Fig. 1: run 1, congestion heat map
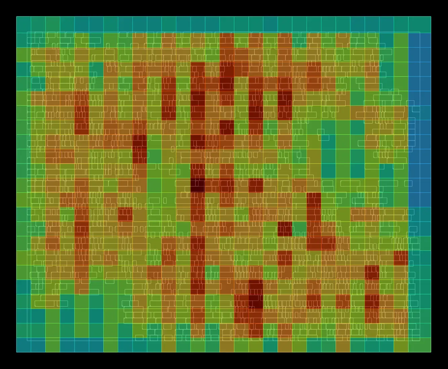
Fig. 2: run 1, where the registers sit
Scale bar: 50 um.
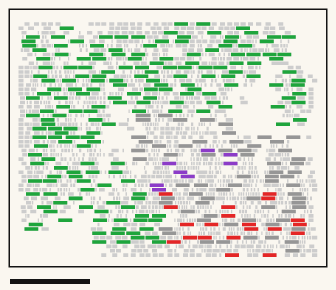
Fig. 3: run 1, gate-type map
Scale bar: 50 um.
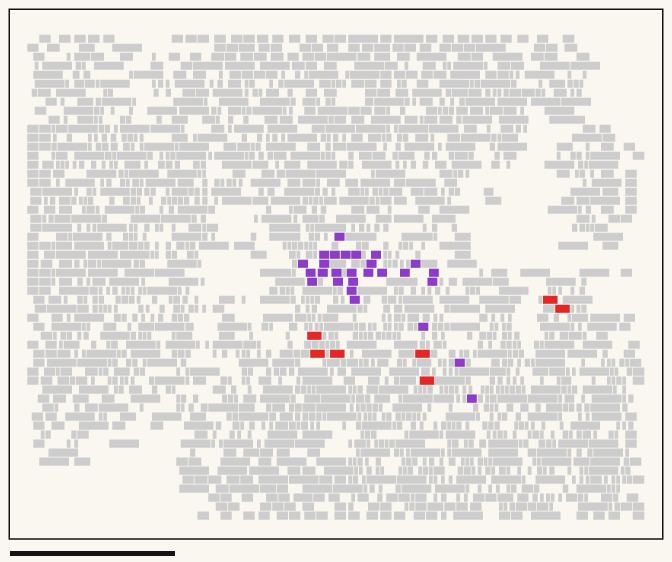
File: config.mk
export PLATFORM = sky130hd
export DESIGN_NAME = frame_assemble_flat
export DESIGN_NICKNAME = d
export VERILOG_FILES = /design/src/rtl/frame_assemble_pkg.sv /design/src/rtl/frame_assemble_if.sv /design/src/rtl/frame_assemble_crc.sv /design/src/rtl/frame_assemble.sv /design/src/flat_wrapper.sv
export SDC_FILE = /design/constraint.sdc
export NUM_CORES = 1
export LEC_CHECK = 0
export ABC_AREA = 1
export CAP_MARGIN = 15
export CORE_ASPECT_RATIO = 0.8
export CORE_MARGIN = 5
export CORE_UTILIZATION = 50
export CTS_BUF_LIST = sky130_fd_sc_hd__clkbuf_8
export DETAILED_ROUTE_END_ITERATION = 8
export PLACE_DENSITY = 0.79
export SLEW_MARGIN = 20
export SYNTH_ARGS = -nofsm -noshare
export SYNTH_HDL_FRONTEND = slang
export SYNTH_SLANG_ARGS = --single-unit
File: constraint.sdc
create_clock -name clk -period 12.8 [get_ports clk]
set_input_delay 3.84 -clock clk [delete_from_list [all_inputs] [get_ports clk]]
set_output_delay 3.84 -clock clk [all_outputs]
set_load 0.1 [all_outputs]
File: src/rtl/frame_assemble_pkg.sv
// Shared types and constants for the channel-status frame serialiser.
// Subframe slot names match the receiver so both sides read the same way.
package frame_pkg;

  typedef enum logic [2:0] {
    AUX,
    DATA,
    VALID,
    USER,
    CHANNEL,
    PARITY
  } subframe_state;

  localparam int unsigned SUBFRAME_BITS    = 28;
  localparam int unsigned FRAMES_PER_BLOCK = 192;
  localparam int unsigned STATUS_BYTES     = 24;
  localparam int unsigned STATUS_BITS      = STATUS_BYTES * 8;
  localparam int unsigned STATUS_DIN_BITS  = (STATUS_BYTES - 1) * 8;

endpackage

File: src/rtl/frame_assemble_if.sv
// Sample-source and line-driver signals of the frame serialiser.
// The serialiser takes the slave view; whatever feeds it takes the master view.
interface frame_assemble_if;

  logic         sample_valid;
  logic         sample_ready;
  logic [19:0]  data_a;
  logic [19:0]  data_b;
  logic [3:0]   aux_a;
  logic [3:0]   aux_b;
  logic [183:0] status_din;
  logic         status_valid;
  logic         dout;
  logic         vout;
  logic [7:0]   frame_counter;
  logic         out_channel;
  logic         underrun;
  logic         block_done;

  modport master (
    output sample_valid, data_a, data_b, aux_a, aux_b, status_din, status_valid,
    input  sample_ready, dout, vout, frame_counter, out_channel, underrun, block_done
  );

  modport slave (
    input  sample_valid, data_a, data_b, aux_a, aux_b, status_din, status_valid,
    output sample_ready, dout, vout, frame_counter, out_channel, underrun, block_done
  );

endinterface

File: src/rtl/frame_assemble_crc.sv
// Parameterised CRC engine; one full data word is folded in per valid_i.
// The register holds the unreflected remainder; reflection is applied at the edges.
module crc_calc #(
  parameter int unsigned                CRC_SIZE   = 8,
  parameter int unsigned                DATA_WIDTH = 8,
  parameter logic [CRC_SIZE-1:0]        POLY       = 8'h1D,
  parameter logic [CRC_SIZE-1:0]        INIT       = 8'hFF,
  parameter bit                         REF_IN     = 1'b1,
  parameter bit                         REF_OUT    = 1'b1,
  parameter logic [CRC_SIZE-1:0]        XOR_OUT    = '0
) (
  input  logic                  clk,
  input  logic                  rst,
  input  logic                  soft_reset_i,
  input  logic                  valid_i,
  input  logic [DATA_WIDTH-1:0] data_i,
  output logic [CRC_SIZE-1:0]   crc_o
);

  logic [CRC_SIZE-1:0]   crc_q;
  logic [CRC_SIZE-1:0]   crc_next;
  logic [CRC_SIZE-1:0]   crc_work;
  logic [CRC_SIZE-1:0]   crc_refl;
  logic [DATA_WIDTH-1:0] din;
  logic                  fb;

  always_comb begin
    din = data_i;
    if (REF_IN) begin
      for (int unsigned i = 0; i < DATA_WIDTH; i++) begin
        din[i] = data_i[DATA_WIDTH-1-i];
      end
    end
    crc_work = crc_q;
    fb       = 1'b0;
    for (int unsigned i = 0; i < DATA_WIDTH; i++) begin
      fb       = crc_work[CRC_SIZE-1] ^ din[DATA_WIDTH-1-i];
      crc_work = {crc_work[CRC_SIZE-2:0], 1'b0} ^ (fb ? POLY : '0);
    end
    crc_next = crc_work;
  end

  always_comb begin
    crc_refl = crc_q;
    if (REF_OUT) begin
      for (int unsigned i = 0; i < CRC_SIZE; i++) begin
        crc_refl[i] = crc_q[CRC_SIZE-1-i];
      end
    end
    crc_o = crc_refl ^ XOR_OUT;
  end

  always_ff @(posedge clk or posedge rst) begin
    if (rst) begin
      crc_q <= INIT;
    end else if (soft_reset_i) begin
      crc_q <= INIT;
    end else if (valid_i) begin
      crc_q <= crc_next;
    end
  end

endmodule

File: src/rtl/frame_assemble.sv
// Serialises two-channel audio frames plus a 192-bit channel-status block
// (23 payload bytes and an in-line CRC-8) onto a one-bit-per-strobe stream.
module frame_assemble
  import frame_pkg::*;
#(
  parameter int unsigned BIT_PERIOD = 16,
  parameter logic [7:0]  CRC_POLY   = 8'h1D,
  parameter logic [7:0]  CRC_INIT   = 8'hFF
) (
  input logic             clk,
  input logic             rst,
  frame_assemble_if.slave bus
);

  localparam int unsigned   TW          = $clog2(BIT_PERIOD);
  localparam logic [TW-1:0] TC          = TW'(BIT_PERIOD - 1);
  localparam logic [7:0]    LAST_FRAME  = 8'(FRAMES_PER_BLOCK - 1);
  localparam logic [7:0]    CRC_FRAME   = 8'(STATUS_DIN_BITS);
  localparam logic [7:0]    LAST_STATUS = 8'(STATUS_BITS - 1);
  localparam logic [4:0]    LAST_BIT    = 5'(SUBFRAME_BITS - 1);
  localparam logic [4:0]    AUX_LAST    = 5'd3;
  localparam logic [4:0]    DATA_LAST   = 5'd23;

  logic [TW-1:0]              timer, timer_n;
  logic                       primed, primed_n, tick;
  subframe_state              state, state_n;
  logic [4:0]                 bit_idx, idx_n;
  logic                       ch, ch_n;
  logic [7:0]                 fc, fc_n;
  logic                       block_wrap, block_start, accept, starve;
  logic [19:0]                smp_data_a, smp_data_b, eff_data_a, eff_data_b, data_n;
  logic [3:0]                 smp_aux_a, smp_aux_b, eff_aux_a, eff_aux_b, aux_n;
  logic                       smp_invalid, eff_invalid;
  logic [STATUS_DIN_BITS-1:0] shadow;
  logic [STATUS_BITS-1:0]     status_full;
  logic                       par, par_n, bit_n;
  logic [6:0]                 cs_byte;
  logic                       feed_crc, byte_done;
  logic                       crc_soft, crc_valid;
  logic [7:0]                 crc_data, crc_val;
  logic                       dout_r, vout_r, ready_r, underrun_r, block_done_r;

  // Position/sample "next" values describe the bit loaded onto dout at the
  // coming terminal count; the first terminal count after reset only primes.
  always_comb begin
    tick        = (timer == TC);
    timer_n     = tick ? '0 : timer + 1'b1;
    primed_n    = primed | tick;
    block_wrap  = primed && (bit_idx == LAST_BIT) && ch && (fc == LAST_FRAME);
    block_start = !primed || block_wrap;
    accept      = tick && ready_r && bus.sample_valid;
    starve      = tick && ready_r && !bus.sample_valid;

    idx_n   = bit_idx + 1'b1;
    ch_n    = ch;
    fc_n    = fc;
    state_n = state;
    if (!primed) begin
      idx_n   = '0;
      ch_n    = 1'b0;
      fc_n    = '0;
      state_n = AUX;
    end else begin
      unique case (state)
        AUX:     state_n = (bit_idx == AUX_LAST)  ? DATA  : AUX;
        DATA:    state_n = (bit_idx == DATA_LAST) ? VALID : DATA;
        VALID:   state_n = USER;
        USER:    state_n = CHANNEL;
        CHANNEL: state_n = PARITY;
        PARITY:  state_n = AUX;
        default: state_n = AUX;
      endcase
      if (bit_idx == LAST_BIT) begin
        idx_n = '0;
        ch_n  = ~ch;
        if (ch) begin
          fc_n = (fc == LAST_FRAME) ? '0 : fc + 1'b1;
        end
      end
    end
  end

  always_comb begin
    eff_data_a  = smp_data_a;
    eff_data_b  = smp_data_b;
    eff_aux_a   = smp_aux_a;
    eff_aux_b   = smp_aux_b;
    eff_invalid = smp_invalid;
    if (accept) begin
      eff_data_a  = bus.data_a;
      eff_data_b  = bus.data_b;
      eff_aux_a   = bus.aux_a;
      eff_aux_b   = bus.aux_b;
      eff_invalid = 1'b0;
    end else if (starve) begin
      eff_data_a  = '0;
      eff_data_b  = '0;
      eff_aux_a   = '0;
      eff_aux_b   = '0;
      eff_invalid = 1'b1;
    end
    data_n      = ch_n ? eff_data_b : eff_data_a;
    aux_n       = ch_n ? eff_aux_b  : eff_aux_a;
    status_full = {shadow, crc_val};

    unique case (state_n)
      AUX:     bit_n = aux_n[2'(AUX_LAST - idx_n)];
      DATA:    bit_n = data_n[5'(DATA_LAST - idx_n)];
      VALID:   bit_n = eff_invalid;
      USER:    bit_n = 1'b0;
      CHANNEL: bit_n = status_full[LAST_STATUS - fc_n];
      PARITY:  bit_n = par;
      default: bit_n = 1'b0;
    endcase
    par_n     = (idx_n == '0) ? bit_n : (par ^ bit_n);
    feed_crc  = (state_n == CHANNEL) && !ch_n && (fc_n < CRC_FRAME);
    byte_done = (fc_n[2:0] == 3'b111);
  end

  always_ff @(posedge clk or posedge rst) begin
    if (rst) begin
      timer        <= '0;
      primed       <= 1'b0;
      state        <= AUX;
      bit_idx      <= '0;
      ch           <= 1'b0;
      fc           <= '0;
      smp_data_a   <= '0;
      smp_data_b   <= '0;
      smp_aux_a    <= '0;
      smp_aux_b    <= '0;
      smp_invalid  <= 1'b0;
      shadow       <= '0;
      par          <= 1'b0;
      cs_byte      <= '0;
      crc_soft     <= 1'b0;
      crc_valid    <= 1'b0;
      crc_data     <= '0;
      dout_r       <= 1'b0;
      vout_r       <= 1'b0;
      ready_r      <= 1'b0;
      underrun_r   <= 1'b0;
      block_done_r <= 1'b0;
    end else begin
      timer        <= timer_n;
      primed       <= primed_n;
      vout_r       <= primed_n && (timer_n == TC);
      // Position registers only move on tick, so at this edge they already
      // describe the bit that the upcoming strobe carries.
      ready_r      <= (timer_n == TC) && (!primed_n || ((bit_idx == LAST_BIT) && ch));
      underrun_r   <= starve;
      block_done_r <= tick && block_wrap;
      crc_soft     <= tick && block_start;
      crc_valid    <= tick && feed_crc && byte_done;
      if (tick) begin
        state       <= state_n;
        bit_idx     <= idx_n;
        ch          <= ch_n;
        fc          <= fc_n;
        dout_r      <= bit_n;
        par         <= par_n;
        smp_data_a  <= eff_data_a;
        smp_data_b  <= eff_data_b;
        smp_aux_a   <= eff_aux_a;
        smp_aux_b   <= eff_aux_b;
        smp_invalid <= eff_invalid;
        if (block_start && bus.status_valid) begin
          shadow <= bus.status_din;
        end
        if (feed_crc) begin
          cs_byte  <= {cs_byte[5:0], bit_n};
          crc_data <= {cs_byte, bit_n};
        end
      end
    end
  end

  crc_calc #(
    .CRC_SIZE   (8),
    .DATA_WIDTH (8),
    .POLY       (CRC_POLY),
    .INIT       (CRC_INIT),
    .REF_IN     (1'b1),
    .REF_OUT    (1'b1),
    .XOR_OUT    (8'h00)
  ) u_crc (
    .clk          (clk),
    .rst          (rst),
    .soft_reset_i (crc_soft),
    .valid_i      (crc_valid),
    .data_i       (crc_data),
    .crc_o        (crc_val)
  );

  assign bus.dout          = dout_r;
  assign bus.vout          = vout_r;
  assign bus.frame_counter = fc;
  assign bus.out_channel   = ch;
  assign bus.sample_ready  = ready_r;
  assign bus.underrun      = underrun_r;
  assign bus.block_done    = block_done_r;

endmodule

File: src/flat_wrapper.sv
// flat-port wrapper written by rule: the top's interface ports become plain ports
module frame_assemble_flat import frame_pkg::*;
#(
  parameter int unsigned BIT_PERIOD = 16,
  parameter logic [7:0]  CRC_POLY   = 8'h1D,
  parameter logic [7:0]  CRC_INIT   = 8'hFF
)
  (clk, rst, bus_sample_valid, bus_data_a, bus_data_b, bus_aux_a, bus_aux_b, bus_status_din, bus_status_valid, bus_sample_ready, bus_dout, bus_vout, bus_frame_counter, bus_out_channel, bus_underrun, bus_block_done);
  frame_assemble_if bus_i ();
  input logic clk;
  input logic rst;
  input wire logic [$bits(bus_i.sample_valid)-1:0] bus_sample_valid;
  input wire logic [$bits(bus_i.data_a)-1:0] bus_data_a;
  input wire logic [$bits(bus_i.data_b)-1:0] bus_data_b;
  input wire logic [$bits(bus_i.aux_a)-1:0] bus_aux_a;
  input wire logic [$bits(bus_i.aux_b)-1:0] bus_aux_b;
  input wire logic [$bits(bus_i.status_din)-1:0] bus_status_din;
  input wire logic [$bits(bus_i.status_valid)-1:0] bus_status_valid;
  output wire logic [$bits(bus_i.sample_ready)-1:0] bus_sample_ready;
  output wire logic [$bits(bus_i.dout)-1:0] bus_dout;
  output wire logic [$bits(bus_i.vout)-1:0] bus_vout;
  output wire logic [$bits(bus_i.frame_counter)-1:0] bus_frame_counter;
  output wire logic [$bits(bus_i.out_channel)-1:0] bus_out_channel;
  output wire logic [$bits(bus_i.underrun)-1:0] bus_underrun;
  output wire logic [$bits(bus_i.block_done)-1:0] bus_block_done;
  assign bus_i.sample_valid = bus_sample_valid;
  assign bus_i.data_a = bus_data_a;
  assign bus_i.data_b = bus_data_b;
  assign bus_i.aux_a = bus_aux_a;
  assign bus_i.aux_b = bus_aux_b;
  assign bus_i.status_din = bus_status_din;
  assign bus_i.status_valid = bus_status_valid;
  assign bus_sample_ready = bus_i.sample_ready;
  assign bus_dout = bus_i.dout;
  assign bus_vout = bus_i.vout;
  assign bus_frame_counter = bus_i.frame_counter;
  assign bus_out_channel = bus_i.out_channel;
  assign bus_underrun = bus_i.underrun;
  assign bus_block_done = bus_i.block_done;
  frame_assemble #(.BIT_PERIOD(BIT_PERIOD), .CRC_POLY(CRC_POLY), .CRC_INIT(CRC_INIT)) u_core (.clk(clk), .rst(rst), .bus(bus_i));
endmodule
==> COMMIT_EDITMSG, run 1 <==
Refresh implementation metrics

- The worst setup path is launched from a flop.
- The share of total power dissipated in sequential elements is 0.489.
* Largest stage delay on the critical path: 1.24 ns
* Largest delay contributor family on the critical path: buffers and inverters
- After the last flow step, the layout net total stands at 2039.
- The core region is 27400 sq um.
- The power report attributes to the clock group a share of 0.426.
* TritonRoute pass-1 iters: 7
* Sum of net half-perimeters after detailed placement: 26000 um
- Counting flops with a built-in enable in the synthesized netlist gives 0.
* Inserted Clock Buffers: 46
- Crit path max fanout: 7
- Fin crit period: 6.12 ns
* Slew @ Worst Pin: 1.12 ns
- In the post-synthesis netlist, the biggest area contributors are sky130_fd_sc_hd__dfrtp_1 48%, sky130_fd_sc_hd__mux2_2 10%, sky130_fd_sc_hd__nand2_1 9.2%.
- Launch point of the worst path: u_core.bus.out_channel
- Post-route period utilization is reported as 0.478.
- The flow ran to the end, and the final reports show no timing, DRC or antenna violations.
- The wire length recorded after detailed routing is 39100 um.
* Number of endpoints failing setup at the final stage: 0
* Residual antenna-violating net count after detailed routing: 0
- Logic pwr share: 0.085
- Number of I/O port buffers: 249
- Share of cells above drive strength 1: 0.136
- Data required time of the critical path: 8.96 ns
* Initial antenna violation count: 3
* # IOs: 250
- Post-synthesis, Yosys gives the total cell area as 14000 sq um.
- Setup TNS: 0 ns
- Of all flip-flops after synthesis, the portion carrying an async set or reset was 1.00.
- The script computed the net switching share of total power as 0.235.
- Counting every net in the synthesized netlist gives 1825.
- At the floorplan stage, the core utilization is reported as 0.510.
- The total overflow left after global routing is 0.
- Violation count after the first detailed-routing iteration: 1066
- The CTS log lists the clock sinks for this run as 279.
- Area fraction of the dominant cell type after synthesis: 0.484
- Counting instances, the worst hold path has a depth of 2.
- For the worst flop-to-flop path, the logic depth is 23.
- Across all stage logs, warnings added up to 32.
* Total routing resource utilization after global routing: 0.247
* Area enclosed by the die boundary: 31500 sq um
* Cell with the most instances after synthesis: sky130_fd_sc_hd__nand2_1
* FF+latch area: 6990 sq um
- In this run, synthesis produced a sequential element count of 279.
- The layout report lists the multi-input gate area as 5990 sq um.
Notes on Fig. 1 above:
met3 Track Usage GR: 0.0455
fin util: 0.639
Top Usage Layer GRT: met2
DR WL/cell: 17.8 um

Notes on Fig. 2 above:
[green] u_core.shadow | sequential cells: 184 | where: all over the die
[red] u_core.smp_data_b | sequential cells: 20
[purple] u_core.bus.frame_counter | sequential cells: 8

Notes on Fig. 3 above:
[purple] xor and xnor cells | cells: 27 | most used: xnor2_1 | where: centre
[red] fa/ha/maj cells | cells: 7 | most used: ha_1
combinational share of cell area: 0.341
dominant logic cell type in the layout: sky130_fd_sc_hd__nand2_1

==> run 1: sequential cells by signal, summed over array words and instances, names as in the netlist, 3 cells and up <==
name	count
u_core.smp_aux_b	4
u_core.crc_data	8
u_core.u_crc.crc_q	8
u_core.bit_idx	5
u_core.timer	4
u_core.smp_data_a	20
u_core.bus.frame_counter	8
u_core.state	3
u_core.smp_data_b	20
u_core.shadow	184
u_core.smp_aux_a	4
==> run 1: kinds of logic after synthesis <==
group | after synthesis | synth area share
multiplexers | 130 | 0.105
XOR/XNOR | 27 | 0.0169
AND/OR/NAND/NOR | 755 | 0.240
buffers and inverters | 233 | 0.0748
AND-OR/OR-AND | 151 | 0.0584
adder cells (fa/ha/maj) | 7 | 0.00626
flip-flops | 279 | 0.500
==> run 1: power by group through the flow <==
stage | clock [mW] | combinational [mW] | sequential (mW)
2_1_floorplan | 0 | 0.0678 | 0.948
3_3_place_gp | 0 | 0.159 | 0.949
3_5_place_dp | 0 | 0.163 | 0.951
4_1_cts | 0.831 | 0.164 | 0.935
5_1_grt | 0.872 | 0.179 | 0.939
6_report | 0.814 | 0.162 | 0.936
==> run 1: through the flow <==
stage / setup WS (ns) / power (mW) / instances / hold WS, ns
floorplan: 1.28 / 1.02 / 1582 / 0.440
global placement: 6.36 / 1.11 / 2112 / 0.459
detailed placement: 6.28 / 1.11 / 2112 / 0.461
CTS: 6.65 / 1.93 / 2196 / 0.476
global route: 6.51 / 1.99 / 2197 / 0.492
finish: 6.68 / 1.91 / 2197 / 0.470
==> run 1: cell usage in the layout, fill, tap and decap left out, types with 10 or more instances in the layout <==
master / Yosys / routed
sky130_fd_sc_hd__inv_1: 130 / 144
sky130_fd_sc_hd__mux2_2: 130 / 130
sky130_fd_sc_hd__dfrtp_1: 271 / 271
sky130_fd_sc_hd__nand3_1: 246 / 246
sky130_fd_sc_hd__xnor2_1: 14 / 14
sky130_fd_sc_hd__buf_4: 10 / 11
sky130_fd_sc_hd__clkdlybuf4s50_1: 0 / 249
sky130_fd_sc_hd__xor2_1: 13 / 13
sky130_fd_sc_hd__o21ai_0: 44 / 44
sky130_fd_sc_hd__nand4_1: 29 / 29
sky130_fd_sc_hd__clkbuf_8: 0 / 61
sky130_fd_sc_hd__nand2_1: 344 / 343
sky130_fd_sc_hd__nor2_1: 101 / 100
sky130_fd_sc_hd__o211ai_1: 10 / 10
sky130_fd_sc_hd__a21oi_1: 71 / 71
==> run 1: per-layer routing <==
| layer | part of all wire | global-route usage | wire, um | vias up |
|---|---|---|---|---|
| met3 | 0.063 | 0.0455 | 2460 | 86 |
| met2 | 0.46 | 0.385 | 18200 | 421 |
| met1 | 0.44 | 0.350 | 17200 | 5812 |
| met5 | 0.00069 | 0 | 27 | - |
| met4 | 0.031 | 0.0835 | 1220 | 4 |
| li1 | - | - | - | 5658 |
==> run 1: cell type report <==
type | instances | area share
Antenna cell | 1 | 0.000143
Clock buffer | 61 | 0.0479
Clock inverter | 23 | 0.00742
Inverter | 138 | 0.0303
Multi-Input combinational cell | 1070 | 0.341
Sequential cell | 279 | 0.399
Tap cell | 364 | 0.0260
Timing Repair Buffer | 261 | 0.148
==> run 2, diff against run 1 <==
- PLACE_DENSITY: 0.79 -> 0.83
- clock period: 12.8 -> 5.5 ns (I/O delays scaled with it)
==> run 2 against run 1 <==
First-iteration DRC count is 11% lower. Clock power up 110%. Largest cell class unchanged. Critical path depth grew 16. Highest routed layer unchanged. Wire length increased by 0.87%. Clock-buffer cell count down 6. Non-clock buffer count is 6 higher. Clock skew rose by 0.0081 ns. Die size is the same. Synthesized area unchanged.
==> COMMIT_EDITMSG, run 2 <==
Refresh implementation metrics

- Result of the run: finished, final reports clean
- Sink count of the clock tree: 279 (unchanged)
- The largest registers in the layout are u_core.shadow x184, u_core.smp_data_a x20, u_core.smp_data_b x20.
- The most frequently used library cell after synthesis is sky130_fd_sc_hd__nand2_1.
- Number of I/O port buffers: 249 (unchanged)
* Global routing met1 resource utilization: 0.343 (-0.00668)
- Sum of net half-perimeters after detailed placement: 26700 um (+2.9%)
- The number of clock buffers inserted by TritonCTS came to 44 (-4.3%).
- Data required time of the critical path: 5.95 ns (-3.01 ns)
- Power share of the clock group: 0.400 (-0.026)
- The share of the synthesized area in the top cell type was 0.484 (unchanged).
- The register with the most flip-flops in the final layout is u_core.shadow.
* Share of flip-flops with an asynchronous set or reset: 1.00 (unchanged)
* Count of state elements after synthesis: 279 (unchanged)
- Violation count after the first detailed-routing iteration: 952 (-11%)
* Crit path max fanout: 28 (+21)
- The area of the die was 31500 sq um (unchanged).
* Number of nets in the layout: 2043 (+0.20%)
* DR WL/cell: 18.0 um (+0.96%)
- The floorplan utilization came to 0.510 (unchanged).
- Multiplexer share of the synthesized area: 0.105 (unchanged)
- The number of warnings in the stage logs came to 32 (unchanged).
- Sequential power share: 0.511 (+0.022)
- The simple-gate area share of the yosys netlist came to 0.240 (unchanged).
* Setup TNS: 0 ns (unchanged)
- Initial antenna violation count: 3 (unchanged)
* TritonRoute pass-1 iters: 5 (-2)
## run 2: cell counts after synthesis
No cell type changed its count.
## run 2: cells by family after synthesis
kind of cell	count (synthesis)
simple gates	755
xor+xnor	27
mux	130
fa+ha+maj	7
compound gates	151
flops	279
buf+inv	233
## run 2: cell type report
cell class / count / area (sq um)
multi-input combinational: 1070 / 5990
antenna: 2 / 5.00
tap: 364 / 455
clock buffer: 55 / 757
sequential: 279 / 6990
timing repair buffer: 267 / 2710
inverter: 138 / 523
fill: 2225 / 9920
clock inverter: 20 / 86.3
## run 2: path summary, 6_finish.rpt
path / startpoint / endpoint / slack, ns / cells after the start
setup / recovery: u_core.bit_idx[0] / u_core.crc_data[0] / 1.23 / 17
hold / removal: u_core.smp_aux_b[3] / u_core.smp_aux_b[3] / 0.48 / 2
setup reg to reg: u_core.bit_idx[0] / u_core.crc_data[0] / 1.23 / 17
hold reg to reg: u_core.smp_aux_b[3] / u_core.smp_aux_b[3] / 0.48 / 2
max in group asynchronous: rst / u_core.shadow[178] / 3.25 / 3
min in group asynchronous: rst / u_core.shadow[77] / 1.34 / 2
## run 2: power groups by stage
stage               registers (mW)  logic, mW  clock network, mW
finish                        2.18      0.382               1.71
global route                  2.19      0.421               1.84
CTS                           2.18      0.386               1.74
detailed placement            2.21      0.383                  0
global placement              2.21      0.374                  0
floorplan                     2.21      0.158                  0
## run 2: worst max-delay path: stages, from the launching register on
cell and delay, ns:
sky130_fd_sc_hd__dfrtp_1 0.41, sky130_fd_sc_hd__ha_1 0.30, sky130_fd_sc_hd__nand3_4 0.18, sky130_fd_sc_hd__inv_2 0.06, sky130_fd_sc_hd__ha_1 0.26, sky130_fd_sc_hd__nand2_1 0.66, sky130_fd_sc_hd__clkinv_1 0.92, sky130_fd_sc_hd__o21ai_0 0.39
sky130_fd_sc_hd__nor2_1 0.07, sky130_fd_sc_hd__o21ai_0 0.15, sky130_fd_sc_hd__nand3_1 0.10, sky130_fd_sc_hd__nand2_1 0.06, sky130_fd_sc_hd__nand2_1 0.05, sky130_fd_sc_hd__nand4_1 0.09, sky130_fd_sc_hd__nand2_1 0.05, sky130_fd_sc_hd__nor2_1 0.14
sky130_fd_sc_hd__nand2_2 0.09, sky130_fd_sc_hd__o21a_1 0.17
## run 2: routing by layer
metal  share of wire  wire length, um  vias to the layer above
li1                -                -                     5669
met1            0.43            16800                     5785
met2            0.47            18500                      492
met3           0.071             2820                       95
met4           0.032             1260                        2
met5         0.00033               13                        -
## run 2: metrics by stage
step / worst slack, ns / total power, mW / util / hold WS [ns] / std cells
2_1_floorplan: 0.163 / 2.36 / - / 0.440 / 1582
3_3_place_gp: 1.30 / 2.58 / 0.607 / 0.457 / 2117
6_report: 1.23 / 4.27 / 0.638 / 0.475 / 2195
4_1_cts: 1.32 / 4.30 / 0.637 / 0.479 / 2192
3_5_place_dp: 1.14 / 2.60 / 0.607 / 0.463 / 2117
5_1_grt: 0.828 / 4.45 / 0.638 / 0.500 / 2195
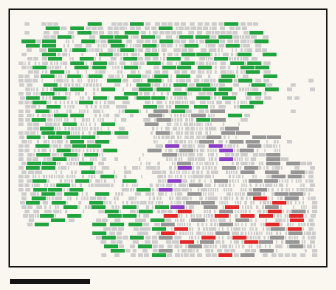
Fig. 4. Where the registers sit (run 2).
Scale bar: 50 um.
[red] u_core.smp_data_b | sequential cells: 20
[green] u_core.shadow | sequential cells: 184
[purple] u_core.bus.frame_counter | sequential cells: 8 | where: centre
not coloured: 67

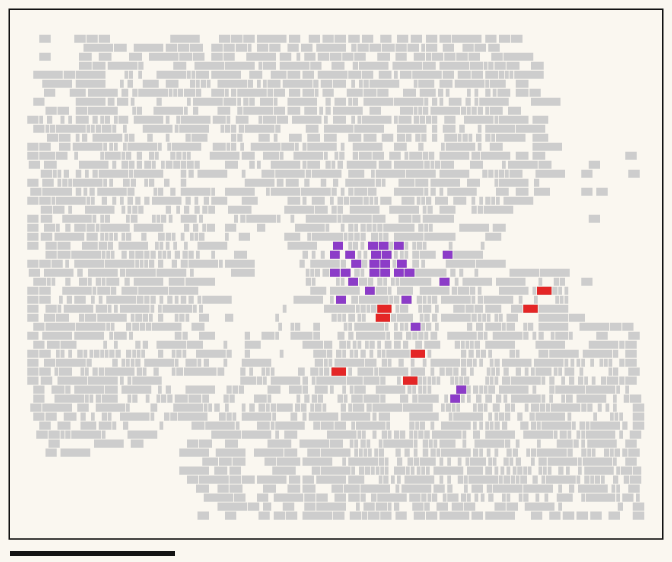
Fig. 5. Gate-type map (run 2).
Scale bar: 50 um.
[red] fa/ha/maj cells | cells: 7 | most used: ha_1
[purple] xor and xnor cells | cells: 27 | most used: xnor2_1 | where: centre
combinational share of cell area: 0.342
number of non-filler instances in the completed layout: 2195

Power is estimated from default activity; no workload was simulated.
